$ cat src/rtl/axi_reg_pkg.sv
// Shared definitions for the AXI4-Lite register slave: register map, response codes, FSM states.
package axi_reg_pkg;

    localparam logic [7:0] REG_CONTROL    = 8'h00;
    localparam logic [7:0] REG_STATUS     = 8'h04;
    localparam logic [7:0] REG_IRQ_STATUS = 8'h08;
    localparam logic [7:0] REG_IRQ_ENABLE = 8'h0C;
    localparam logic [7:0] REG_SCRATCH0   = 8'h10;
    localparam logic [7:0] REG_SCRATCH1   = 8'h14;
    localparam logic [7:0] REG_SCRATCH2   = 8'h18;
    localparam logic [7:0] REG_SCRATCH3   = 8'h1C;
    localparam logic [7:0] REG_VERSION    = 8'h20;

    localparam logic [1:0] RESP_OKAY   = 2'b00;
    localparam logic [1:0] RESP_SLVERR = 2'b10;

    typedef enum logic {W_IDLE, W_RESP} wr_state_t;
    typedef enum logic {R_IDLE, R_RESP} rd_state_t;

    // Every word-aligned offset from CONTROL up to VERSION is mapped.
    function automatic logic addr_valid(input logic [7:0] off);
        return (off[1:0] == 2'b00) && (off <= REG_VERSION);
    endfunction

    // Merge new_val into old_val byte by byte under the write strobes.
    function automatic logic [31:0] apply_strb(input logic [31:0] old_val,
                                               input logic [31:0] new_val,
                                               input logic [3:0]  strb);
        logic [31:0] res;
        res = old_val;
        for (int b = 0; b < 4; b++) begin
            if (strb[b]) res[8*b +: 8] = new_val[8*b +: 8];
        end
        return res;
    endfunction

endpackage

$ cat src/rtl/axi4_lite_if.sv
// AXI4-Lite bundle between the UART bridge master and register slaves.
interface axi4_lite_if;
    logic [31:0] awaddr;
    logic        awvalid;
    logic        awready;
    logic [31:0] wdata;
    logic [3:0]  wstrb;
    logic        wvalid;
    logic        wready;
    logic [1:0]  bresp;
    logic        bvalid;
    logic        bready;
    logic [31:0] araddr;
    logic        arvalid;
    logic        arready;
    logic [31:0] rdata;
    logic [1:0]  rresp;
    logic        rvalid;
    logic        rready;

    modport slave (
        input  awaddr, awvalid, wdata, wstrb, wvalid, bready, araddr, arvalid, rready,
        output awready, wready, bresp, bvalid, arready, rdata, rresp, rvalid
    );

    modport master (
        output awaddr, awvalid, wdata, wstrb, wvalid, bready, araddr, arvalid, rready,
        input  awready, wready, bresp, bvalid, arready, rdata, rresp, rvalid
    );
endinterface

$ cat src/rtl/axi_lite_reg_slave.sv
// AXI4-Lite register block: CONTROL, STATUS, IRQ status/enable, four scratch words, VERSION.
// Write and read channels are independent two-state FSMs.
module axi_lite_reg_slave
    import axi_reg_pkg::*;
#(
    parameter logic [31:0] VERSION    = 32'h0001_0000,
    parameter int unsigned IRQ_WIDTH  = 8,
    parameter logic [31:0] CTRL_RESET = 32'h0000_0000
) (
    input  logic                 clk,
    input  logic                 rst,
    axi4_lite_if.slave           axi,
    input  logic [31:0]          status_in,
    input  logic [IRQ_WIDTH-1:0] irq_event,
    output logic [31:0]          ctrl_out,
    output logic                 ctrl_wr_pulse,
    output logic                 irq_out
);

    wr_state_t wr_state_q, wr_state_d;
    logic       aw_held_q, aw_held_d;
    logic [7:0] awaddr_q, awaddr_d;
    logic       w_held_q, w_held_d;
    logic [31:0] wdata_q, wdata_d;
    logic [3:0] wstrb_q, wstrb_d;
    logic       bvalid_q, bvalid_d;
    logic [1:0] bresp_q, bresp_d;
    logic       awready, wready, wr_commit, wr_ok;

    rd_state_t rd_state_q, rd_state_d;
    logic        rvalid_q, rvalid_d;
    logic [31:0] rdata_q, rdata_d;
    logic [1:0]  rresp_q, rresp_d;
    logic        arready;
    logic [31:0] rd_word;

    logic [31:0]          ctrl_q, ctrl_d;
    logic [IRQ_WIDTH-1:0] irq_status_q, irq_status_d;
    logic [IRQ_WIDTH-1:0] irq_enable_q, irq_enable_d;
    logic [IRQ_WIDTH-1:0] irq_clr;
    logic [31:0]          scratch_q [4];
    logic [31:0]          scratch_d [4];
    logic                 ctrl_wr_pulse_q, ctrl_wr_pulse_d;
    logic                 irq_out_q, irq_out_d;

    // Upper address bits are decoded by the interconnect.
    logic unused_addr_bits;
    assign unused_addr_bits = ^{axi.awaddr[31:8], axi.araddr[31:8]};

    // Write FSM: collect AW and W in any order, commit once both are held, then hold B.
    always_comb begin
        wr_state_d = wr_state_q;
        aw_held_d  = aw_held_q;
        awaddr_d   = awaddr_q;
        w_held_d   = w_held_q;
        wdata_d    = wdata_q;
        wstrb_d    = wstrb_q;
        bvalid_d   = bvalid_q;
        bresp_d    = bresp_q;
        awready    = 1'b0;
        wready     = 1'b0;
        wr_commit  = 1'b0;
        unique case (wr_state_q)
            W_IDLE: begin
                awready = !aw_held_q && !rst;
                wready  = !w_held_q && !rst;
                if (axi.awvalid && awready) begin
                    aw_held_d = 1'b1;
                    awaddr_d  = axi.awaddr[7:0];
                end
                if (axi.wvalid && wready) begin
                    w_held_d = 1'b1;
                    wdata_d  = axi.wdata;
                    wstrb_d  = axi.wstrb;
                end
                if (aw_held_d && w_held_d) begin
                    wr_commit  = 1'b1;
                    aw_held_d  = 1'b0;
                    w_held_d   = 1'b0;
                    bvalid_d   = 1'b1;
                    bresp_d    = addr_valid(awaddr_d) ? RESP_OKAY : RESP_SLVERR;
                    wr_state_d = W_RESP;
                end
            end
            W_RESP: begin
                if (axi.bready) begin
                    bvalid_d   = 1'b0;
                    wr_state_d = W_IDLE;
                end
            end
            default: wr_state_d = W_IDLE;
        endcase
    end

    assign wr_ok = wr_commit && addr_valid(awaddr_d);

    // Register file next state; IRQ set from events takes priority over a W1C clear.
    always_comb begin
        ctrl_d       = ctrl_q;
        irq_enable_d = irq_enable_q;
        scratch_d    = scratch_q;
        irq_clr      = '0;
        if (wr_ok) begin
            case (awaddr_d)
                REG_CONTROL: ctrl_d = apply_strb(ctrl_q, wdata_d, wstrb_d);
                REG_IRQ_STATUS: begin
                    for (int i = 0; i < IRQ_WIDTH; i++) begin
                        irq_clr[i] = wdata_d[i] & wstrb_d[i/8];
                    end
                end
                REG_IRQ_ENABLE: begin
                    for (int i = 0; i < IRQ_WIDTH; i++) begin
                        if (wstrb_d[i/8]) irq_enable_d[i] = wdata_d[i];
                    end
                end
                REG_SCRATCH0, REG_SCRATCH1, REG_SCRATCH2, REG_SCRATCH3: begin
                    scratch_d[awaddr_d[3:2]] = apply_strb(scratch_q[awaddr_d[3:2]], wdata_d,
                                                          wstrb_d);
                end
                default: ;
            endcase
        end
        irq_status_d    = (irq_status_q & ~irq_clr) | irq_event;
        ctrl_wr_pulse_d = wr_ok && (awaddr_d == REG_CONTROL) && (|wstrb_d);
        irq_out_d       = |(irq_status_q & irq_enable_q);
    end

    // Read data mux over current register values, so a colliding write is not yet visible.
    always_comb begin
        rd_word = '0;
        case (axi.araddr[7:0])
            REG_CONTROL:    rd_word = ctrl_q;
            REG_STATUS:     rd_word = status_in;
            REG_IRQ_STATUS: rd_word[IRQ_WIDTH-1:0] = irq_status_q;
            REG_IRQ_ENABLE: rd_word[IRQ_WIDTH-1:0] = irq_enable_q;
            REG_SCRATCH0:   rd_word = scratch_q[0];
            REG_SCRATCH1:   rd_word = scratch_q[1];
            REG_SCRATCH2:   rd_word = scratch_q[2];
            REG_SCRATCH3:   rd_word = scratch_q[3];
            REG_VERSION:    rd_word = VERSION;
            default:        rd_word = '0;
        endcase
    end

    // Read FSM: accept AR in idle, register the response and hold it until rready.
    always_comb begin
        rd_state_d = rd_state_q;
        rvalid_d   = rvalid_q;
        rdata_d    = rdata_q;
        rresp_d    = rresp_q;
        arready    = 1'b0;
        unique case (rd_state_q)
            R_IDLE: begin
                arready = !rst;
                if (axi.arvalid && arready) begin
                    rdata_d    = rd_word;
                    rresp_d    = addr_valid(axi.araddr[7:0]) ? RESP_OKAY : RESP_SLVERR;
                    rvalid_d   = 1'b1;
                    rd_state_d = R_RESP;
                end
            end
            R_RESP: begin
                if (axi.rready) begin
                    rvalid_d   = 1'b0;
                    rd_state_d = R_IDLE;
                end
            end
            default: rd_state_d = R_IDLE;
        endcase
    end

    // State and register update with synchronous reset.
    always_ff @(posedge clk) begin
        if (rst) begin
            wr_state_q      <= W_IDLE;
            aw_held_q       <= 1'b0;
            awaddr_q        <= '0;
            w_held_q        <= 1'b0;
            wdata_q         <= '0;
            wstrb_q         <= '0;
            bvalid_q        <= 1'b0;
            bresp_q         <= '0;
            rd_state_q      <= R_IDLE;
            rvalid_q        <= 1'b0;
            rdata_q         <= '0;
            rresp_q         <= '0;
            ctrl_q          <= CTRL_RESET;
            irq_status_q    <= '0;
            irq_enable_q    <= '0;
            for (int i = 0; i < 4; i++) scratch_q[i] <= '0;
            ctrl_wr_pulse_q <= 1'b0;
            irq_out_q       <= 1'b0;
        end else begin
            wr_state_q      <= wr_state_d;
            aw_held_q       <= aw_held_d;
            awaddr_q        <= awaddr_d;
            w_held_q        <= w_held_d;
            wdata_q         <= wdata_d;
            wstrb_q         <= wstrb_d;
            bvalid_q        <= bvalid_d;
            bresp_q         <= bresp_d;
            rd_state_q      <= rd_state_d;
            rvalid_q        <= rvalid_d;
            rdata_q         <= rdata_d;
            rresp_q         <= rresp_d;
            ctrl_q          <= ctrl_d;
            irq_status_q    <= irq_status_d;
            irq_enable_q    <= irq_enable_d;
            scratch_q       <= scratch_d;
            ctrl_wr_pulse_q <= ctrl_wr_pulse_d;
            irq_out_q       <= irq_out_d;
        end
    end

    assign axi.awready   = awready;
    assign axi.wready    = wready;
    assign axi.bvalid    = bvalid_q;
    assign axi.bresp     = bresp_q;
    assign axi.arready   = arready;
    assign axi.rvalid    = rvalid_q;
    assign axi.rdata     = rdata_q;
    assign axi.rresp     = rresp_q;
    assign ctrl_out      = ctrl_q;
    assign ctrl_wr_pulse = ctrl_wr_pulse_q;
    assign irq_out       = irq_out_q;

endmodule
$ cat src/flat_wrapper.sv
// flat-port wrapper written by rule: the top's interface ports become plain ports
module axi_lite_reg_slave_flat import axi_reg_pkg::*;
#(
    parameter logic [31:0] VERSION    = 32'h0001_0000,
    parameter int unsigned IRQ_WIDTH  = 8,
    parameter logic [31:0] CTRL_RESET = 32'h0000_0000
)
  (clk, rst, status_in, irq_event, ctrl_out, ctrl_wr_pulse, irq_out, axi_awaddr, axi_awvalid, axi_wdata, axi_wstrb, axi_wvalid, axi_bready, axi_araddr, axi_arvalid, axi_rready, axi_awready, axi_wready, axi_bresp, axi_bvalid, axi_arready, axi_rdata, axi_rresp, axi_rvalid);
  axi4_lite_if axi_i ();
  input  logic clk;
  input  logic rst;
  input  logic [31:0] status_in;
  input  logic [IRQ_WIDTH-1:0] irq_event;
  output logic [31:0] ctrl_out;
  output logic ctrl_wr_pulse;
  output logic irq_out;
  input wire logic [$bits(axi_i.awaddr)-1:0] axi_awaddr;
  input wire logic [$bits(axi_i.awvalid)-1:0] axi_awvalid;
  input wire logic [$bits(axi_i.wdata)-1:0] axi_wdata;
  input wire logic [$bits(axi_i.wstrb)-1:0] axi_wstrb;
  input wire logic [$bits(axi_i.wvalid)-1:0] axi_wvalid;
  input wire logic [$bits(axi_i.bready)-1:0] axi_bready;
  input wire logic [$bits(axi_i.araddr)-1:0] axi_araddr;
  input wire logic [$bits(axi_i.arvalid)-1:0] axi_arvalid;
  input wire logic [$bits(axi_i.rready)-1:0] axi_rready;
  output wire logic [$bits(axi_i.awready)-1:0] axi_awready;
  output wire logic [$bits(axi_i.wready)-1:0] axi_wready;
  output wire logic [$bits(axi_i.bresp)-1:0] axi_bresp;
  output wire logic [$bits(axi_i.bvalid)-1:0] axi_bvalid;
  output wire logic [$bits(axi_i.arready)-1:0] axi_arready;
  output wire logic [$bits(axi_i.rdata)-1:0] axi_rdata;
  output wire logic [$bits(axi_i.rresp)-1:0] axi_rresp;
  output wire logic [$bits(axi_i.rvalid)-1:0] axi_rvalid;
  assign axi_i.awaddr = axi_awaddr;
  assign axi_i.awvalid = axi_awvalid;
  assign axi_i.wdata = axi_wdata;
  assign axi_i.wstrb = axi_wstrb;
  assign axi_i.wvalid = axi_wvalid;
  assign axi_i.bready = axi_bready;
  assign axi_i.araddr = axi_araddr;
  assign axi_i.arvalid = axi_arvalid;
  assign axi_i.rready = axi_rready;
  assign axi_awready = axi_i.awready;
  assign axi_wready = axi_i.wready;
  assign axi_bresp = axi_i.bresp;
  assign axi_bvalid = axi_i.bvalid;
  assign axi_arready = axi_i.arready;
  assign axi_rdata = axi_i.rdata;
  assign axi_rresp = axi_i.rresp;
  assign axi_rvalid = axi_i.rvalid;
  axi_lite_reg_slave #(.VERSION(VERSION), .IRQ_WIDTH(IRQ_WIDTH), .CTRL_RESET(CTRL_RESET)) u_core (.clk(clk), .rst(rst), .axi(axi_i), .status_in(status_in), .irq_event(irq_event), .ctrl_out(ctrl_out), .ctrl_wr_pulse(ctrl_wr_pulse), .irq_out(irq_out));
endmodule
$ cat config.mk
export PLATFORM = sky130hd
export DESIGN_NAME = axi_lite_reg_slave_flat
export DESIGN_NICKNAME = d
export VERILOG_FILES = /design/src/rtl/axi_reg_pkg.sv /design/src/rtl/axi4_lite_if.sv /design/src/rtl/axi_lite_reg_slave.sv /design/src/flat_wrapper.sv
export SDC_FILE = /design/constraint.sdc
export NUM_CORES = 1
export LEC_CHECK = 0
export CAP_MARGIN = 20
export CELL_PAD_IN_SITES_DETAIL_PLACEMENT = 1
export CELL_PAD_IN_SITES_GLOBAL_PLACEMENT = 1
export CORE_MARGIN = 2
export CORE_UTILIZATION = 43
export DETAILED_ROUTE_END_ITERATION = 10
export PLACE_DENSITY_LB_ADDON = 0.1
export REMOVE_ABC_BUFFERS = 1
export SYNTH_ARGS = -nofsm -noshare
export SYNTH_HDL_FRONTEND = slang
export SYNTH_SLANG_ARGS = --single-unit
$ cat constraint.sdc
create_clock -name clk -period 5.9 [get_ports clk]
set_input_delay 0.885 -clock clk [delete_from_list [all_inputs] [get_ports clk]]
set_output_delay 0.885 -clock clk [all_outputs]
set_load 0.02 [all_outputs]
Fig. 1: run 1, signal wires on met1
Scale bar: 50 µm.
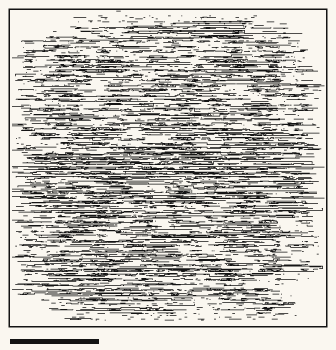
nets with wire on the layer: 1525
share of all routed wire: 44%
longest straight run: 47.8 µm
main direction: horizontal
wire length on this layer: 20.7 mm

Fig. 2: run 1, metal 2
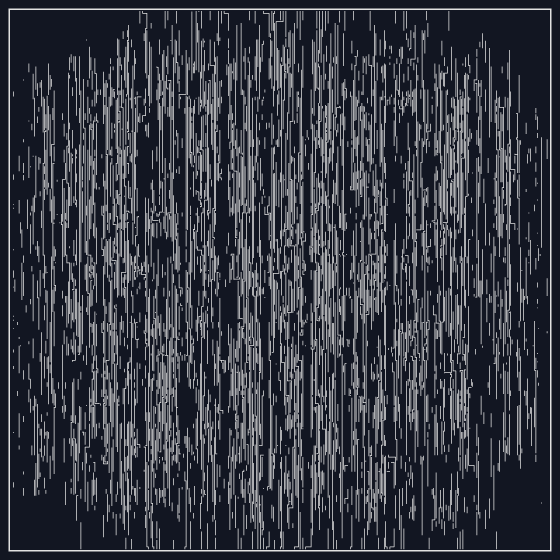
share of all routed wire: 46%
longest straight run: 70.7 µm
nets with wire on the layer: 1474

Fig. 3: run 1, signal wires on met3
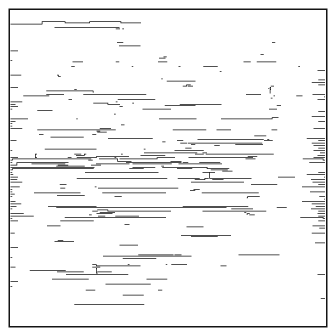
wire length on this layer: 3000 µm
share of all routed wire: 6.4%
main direction: horizontal

Fig. 4: run 1, signal wires on met4
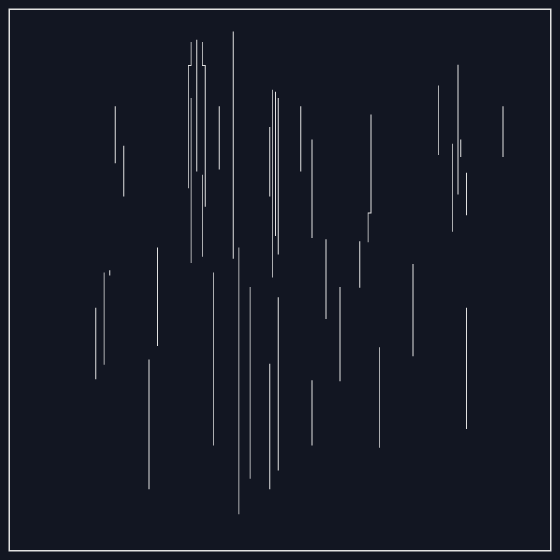
wire length on this layer: 1390 µm
nets with wire on the layer: 25
share of all routed wire: 2.9%
Detailed Route WL: 47000 µm
vias after detailed routing: 12195

==> run 1: how the worst max path moves through the flow <==
| stage | from | to | slack, ns | cells after the start |
|---|---|---|---|---|
| finish | axi_awvalid | u_core.scratch_q[27] | 1.96 | 8 |
| global route | axi_awvalid | u_core.scratch_q[32] | 1.82 | 7 |
| CTS | axi_awvalid | u_core.scratch_q[27] | 2.01 | 8 |
| detailed placement | axi_awvalid | u_core.scratch_q[124] | 1.45 | 8 |
| global placement | axi_awvalid | u_core.scratch_q[59] | 1.46 | 8 |
| floorplan | rst | u_core.scratch_q[0] | -2.99 | 4 |
==> run 1: area by class of cell <==
class                      instances  share of cell area
inverter                          99              0.0233
clock buffer                      49              0.0586
sequential                       262               0.329
timing repair buffer             207               0.126
clock inverter                     6             0.00346
multi-input combinational        958               0.429
tap                              390              0.0306
==> run 1: through the flow <==
step	worst slack [ns]	TNS (ns)
2_1_floorplan	-2.99	-426.37
3_3_place_gp	1.46	0
3_5_place_dp	1.45	0
4_1_cts	2.01	0
5_1_grt	1.82	0
6_report	1.96	0
==> run 1: kinds of logic (layout without fill, tap and decap cells) <==
| group | Yosys count | in the layout | share of synthesized area |
|---|---|---|---|
| AOI/OAI and AO/OA | 415 | 415 | 0.243 |
| and+or+nand+nor | 394 | 394 | 0.151 |
| other | 1 | 2 | 0.000292 |
| muxes | 147 | 147 | 0.130 |
| DFF | 262 | 262 | 0.408 |
| buffers and inverters | 219 | 361 | 0.0674 |
==> run 1: layer usage <==
| metal | track usage | up-vias |
|---|---|---|
| met5 | 0 | - |
| met4 | 0.0950 | 2 |
| met3 | 0.0488 | 92 |
| met2 | 0.488 | 410 |
| met1 | 0.396 | 6124 |
| li1 | - | 5567 |
==> reports/summary.log, run 1 <==
[setup_path] cells traversed along the worst timing path clkdlybuf4s50_1, or4b_1, mux2i_4, buf_4, buf_4, mux2i_1, o221a_2, o32ai_1
[setup_path] Reg2Reg Setup Slack 2.26 ns
[sta] crit path time final 3.94 ns
[sta] number of endpoints with negative hold slack in the final report 0
[status] outcome finished, final reports clean
[pwr] total leakage power 0.00544 µW
[flow_run] max-cap violations 0
[setup_path] capturing element type of the critical path flop
[route] number of routed nets with antenna violations 0
[sta] unrepaired setup endpoints after global routing false
[finish] most used cells in the layout excluding fill and tap cells sky130_fd_sc_hd__dfxtp_1, sky130_fd_sc_hd__clkdlybuf4s50_1, sky130_fd_sc_hd__nand2_1
[setup_path] dominant delay contributor by cell family on the critical path buffers and inverters
[sta] final number of setup-violating endpoints 0
[min_path] terminating pin of the worst hold path u_core.axi.rdata[5]
[pwr] relative contribution of combinational cells to total power 0.116
[setup_path] library cell appearing most often on the critical path sky130_fd_sc_hd__buf_4
[route] met2 WL post-DR 21800 µm
[finish] Logic area 6840 µm²
[cts] CTS root buf sky130_fd_sc_hd__clkbuf_16
[synthesis] Avg Cell Area, Syn 8.94 µm²
[sta] slew at the pin closest to its max-slew limit 1.15 ns
[route] wire length on met3 3000 µm
[route] mean number of vias per cell 6.19
[finish] fraction of final layout cells sized beyond drive strength 1 0.130
[cts] Bufs on Longest Clock Path 3
[synthesis] Synth async-reset ratio 0
[finish] most frequent logic cell in the layout sky130_fd_sc_hd__dfxtp_1
[sta] worst clock skew on the final layout 0.0103 ns
[setup_path] worst reg2reg path endpoint u_core.irq_status_q[7]
[synthesis] top cell type by total area after synthesis sky130_fd_sc_hd__dfxtp_1
[cts] number of hold-repair buffers added at the cts stage 0
[finish] count of placed standard cells in the final layout, fillers left out 1971
[sta] Slew Viols, Final 0
[finish] Reg with most FFs u_core.scratch_q
[synthesis] ranking of synthesized cells by instance count sky130_fd_sc_hd__dfxtp_1, sky130_fd_sc_hd__nand2_1, sky130_fd_sc_hd__inv_1
==> run 2: changes to the inputs <==
- CORE_UTILIZATION: 43 -> 36
- clock period: 5.9 -> 3.59 ns (I/O delays scaled with it)
==> reports/summary.log, run 2 <==
[finish] Reg with most FFs u_core.scratch_q
[route] met2 WL post-DR 22300 µm
[route] wire length on met3 2670 µm
[finish] fraction of final layout cells sized beyond drive strength 1 0.146
[setup_path] capturing element type of the critical path flop
[sta] Setup WS post-layout 0.631 ns
[cts] CTS root buf sky130_fd_sc_hd__clkbuf_16
[finish] most frequent logic cell in the layout sky130_fd_sc_hd__dfxtp_1
[place] worst setup slack before clock tree synthesis 0.0607 ns
[sta] Total Neg Setup Slack 0 ns
[flow_run] max-cap violations 0
[finish] count of placed standard cells in the final layout, fillers left out 2075
[finish] Logic area 6830 µm²
[status] outcome finished, final reports clean
[route] number of routed nets with antenna violations 0
[pwr] total leakage power 0.00568 µW
[synthesis] top cell type by total area after synthesis sky130_fd_sc_hd__dfxtp_1
[sta] final number of setup-violating endpoints 0
[cts] Bufs on Longest Clock Path 3
[sta] number of endpoints with negative hold slack in the final report 0
## run 2: layer usage
layer / GRT usage / vias up
met4: 0.0661 / 0
met1: 0.366 / 5981
met5: 0 / -
met2: 0.425 / 365
met3: 0.0357 / 78
li1: - / 5632
## run 2: cell families (layout without fill, tap and decap cells)
logic type | Yosys count | in the layout | share of synthesized area
compound gates | 415 | 415 | 0.243
flops | 262 | 262 | 0.408
mux | 147 | 147 | 0.130
other cells | 1 | 2 | 0.000292
simple gates | 394 | 394 | 0.151
buf+inv | 219 | 394 | 0.0674
## run 2: cell type report
cell class                 instances  area share
clock buffer                      54      0.0656
clock inverter                     7     0.00380
inverter                          99      0.0226
multi-input combinational        958       0.415
sequential                       262       0.319
tap                              461      0.0350
timing repair buffer             234       0.140
## run 2: worst max-delay path, stage by stage
cell                              delay [ns]
sky130_fd_sc_hd__clkdlybuf4s50_1        0.53
sky130_fd_sc_hd__or4b_1                 0.58
sky130_fd_sc_hd__mux2i_4                0.43
sky130_fd_sc_hd__a21boi_4               0.47
sky130_fd_sc_hd__nand3_2                0.36
sky130_fd_sc_hd__mux2_2                 0.41
## run 2: power by group through the flow
stage	registers, µW	clock network, µW	logic (µW)
4_1_cts	2980	3510	821
2_1_floorplan	3040	0	377
3_3_place_gp	3040	0	807
5_1_grt	2980	3650	876
6_report	2980	3450	822
3_5_place_dp	3040	0	816
## run 2: path summary, 6_finish.rpt
kind / start / end / slack [ns] / cells past startpoint
max: axi_awvalid / u_core.ctrl_out[9] / 0.63 / 6
min: rst / u_core.axi.bvalid / 0.30 / 2
max reg2reg: u_core.wr_state_q / u_core.ctrl_out[9] / 0.69 / 5
min reg2reg: u_core.axi.rdata[1] / u_core.axi.rdata[1] / 0.46 / 2
Fig. 5: run 2, signal wires on met3
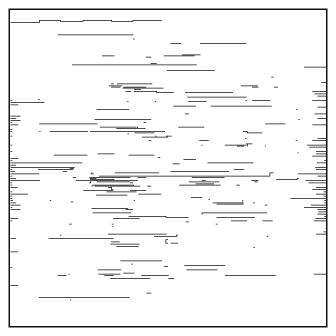
nets with wire on the layer: 162
share of all routed wire: 5.4%
met3 capacity usage during global routing: 0.0357
Detailed Route WL: 49100 µm
vias after detailed routing: 12056

Fig. 6: run 2, signal wires on met4
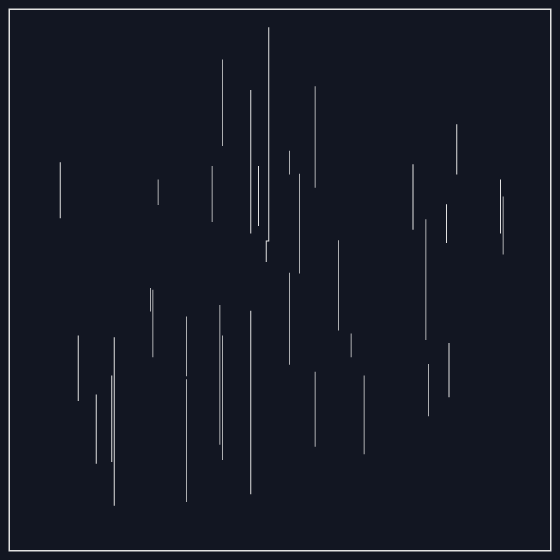
main direction: vertical
share of all routed wire: 2.1%
nets with wire on the layer: 22
wire length on this layer: 1010 µm

Fig. 7: run 2, signal wires on met1
Scale bar: 50 µm.
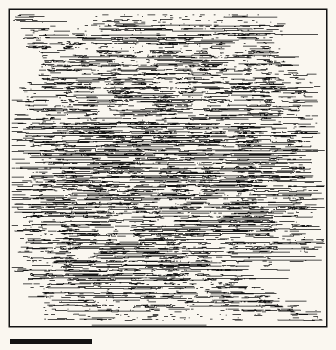
main direction: horizontal
nets with wire on the layer: 1574
share of all routed wire: 47%
longest straight run: 69.9 µm
wire length on this layer: 23.1 mm
met1 GRT Util: 0.366

==> run 3: changes to the inputs <==
- CORE_UTILIZATION: 36 -> 40
- clock period: 3.59 -> 2.8 ns (I/O delays scaled with it)
==> reports/summary.log, run 3 <==
[status] outcome finished, final reports clean
[finish] non-clock buffer count in the final layout 285
[finish] register fraction of the total cell area 0.311
[flow_run] max-cap violations 0
[route] number of routed nets with antenna violations 0
[setup_path] library cell appearing most often on the critical path sky130_fd_sc_hd__buf_12
[cts] CTS root buf sky130_fd_sc_hd__clkbuf_16
[finish] number of multi-input logic gates 958
[setup_path] CP max-delay cell sky130_fd_sc_hd__or4b_1
[finish] number of clock buffer instances in the layout 44
[finish] fraction of final layout cells sized beyond drive strength 1 0.172
[finish] sequential cells 262
[sta] number of endpoints with negative hold slack in the final report 0
[sta] fraction of the cycle the final worst path needs 0.919
[sta] Total Neg Setup Slack 0 ns
[setup_path] capturing element type of the critical path flop
[floorplan] count of inserted tapcells 402
[synthesis] top cell type by total area after synthesis sky130_fd_sc_hd__dfxtp_1
[setup_path] worst path buffer plus inverter count 3
[sta] Slew Viols, Final 0
[finish] share of final layout cell area taken by clock buffers and inverters 0.0640
[synthesis] cell total in the yosys stat output 1438
[sta] crit path time final 2.57 ns
[synthesis] Synth async-reset ratio 0
[setup_path] dominant delay contributor by cell family on the critical path buffers and inverters
[finish] Logic area 6830 µm²
[sta] unrepaired setup endpoints after global routing false
[sta] final number of setup-violating endpoints 0
[cts] Bufs on Longest Clock Path 3
[sta] worst clock skew on the final layout 0.0105 ns
[sta] slew at the pin closest to its max-slew limit 0.913 ns
[pwr] total leakage power 0.00596 µW
[finish] Non-Clock Inverter Count 99
[finish] Non-Clock Buffer Area Fraction 0.169
[synthesis] ranking of synthesized cells by instance count sky130_fd_sc_hd__dfxtp_1, sky130_fd_sc_hd__nand2_1, sky130_fd_sc_hd__inv_1
[cts] number of hold-repair buffers added at the cts stage 0
[route] mean number of vias per cell 6.00
[finish] most frequent logic cell in the layout sky130_fd_sc_hd__dfxtp_1
[finish] biggest cell category by area in the final layout combinational gates
-- run 3: cell families after synthesis --
| group | synth area share |
|---|---|
| other | 0.000292 |
| AOI/OAI and AO/OA | 0.243 |
| buffers and inverters | 0.0674 |
| and+or+nand+nor | 0.151 |
| muxes | 0.130 |
| DFF | 0.408 |
-- run 3: report_power, final --
| group | internal [µW] | switching [µW] | total, µW |
|---|---|---|---|
| combinational | 479 | 678 | 1160 |
| sequential | 3780 | 32.1 | 3810 |
| clock | 2640 | 1650 | 4290 |
| total | 6900 | 2360 | 9260 |
-- run 3: routing by layer --
layer / global-route usage / share of wire / up-vias
li1: - / - / 5740
met1: 0.384 / 0.45 / 6153
met2: 0.468 / 0.46 / 387
met3: 0.0391 / 0.055 / 89
met4: 0.0826 / 0.029 / 0
met5: 0 / 0 / -
-- run 3: path summary, 6_finish.rpt --
kind                             from                    to  slack (ns)  cells after the start
hold / removal                    rst      u_core.aw_held_q        0.10                      2
setup / recovery     u_core.aw_held_q  u_core.scratch_q[41]        0.23                      8
setup reg to reg     u_core.aw_held_q  u_core.scratch_q[41]        0.23                      8
hold reg to reg   u_core.axi.rdata[5]   u_core.axi.rdata[5]        0.46                      2
-- run 3: stage by stage --
stage / power, µW / hold slack [ns] / cells / utilization / setup WS, ns
finish: 9260 / 0.104 / 2061 / 0.534 / 0.228
CTS: 9320 / 0.0852 / 2061 / 0.534 / 0.226
detailed placement: 5040 / 0.450 / 2006 / 0.500 / -0.222
floorplan: 4380 / 0.430 / 1319 / - / -5.63
global placement: 5020 / 0.443 / 2006 / 0.500 / -0.177
global route: 9560 / 0.116 / 2061 / 0.534 / 0.0782
Fig. 8: run 3, routing congestion map
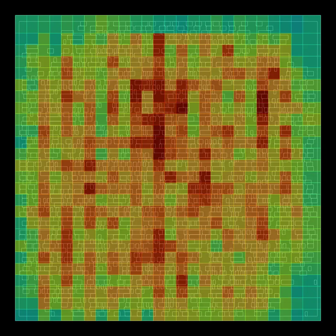
Layout Utilization: 0.534
met1 GRT Util: 0.384

Fig. 9: run 3, signal wires on met4
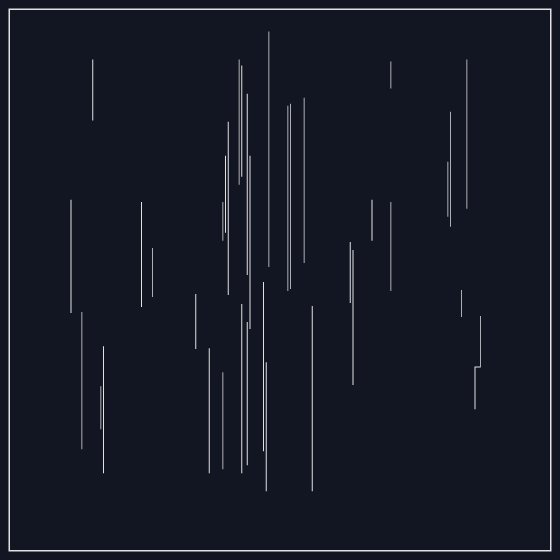
longest straight run: 79.6 µm
nets with wire on the layer: 23
vias after detailed routing: 12369
Detailed Route WL: 47800 µm

Fig. 10: run 3, signal wires on met1
Scale bar: 50 µm.
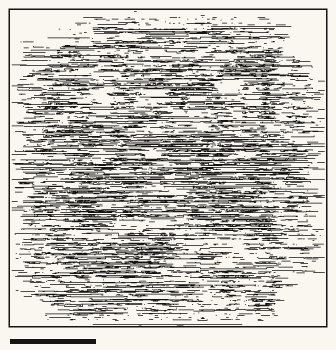
main direction: horizontal
longest straight run: 86.5 µm
nets with wire on the layer: 1607
share of all routed wire: 45%

Power and IR drop assume default switching activity.
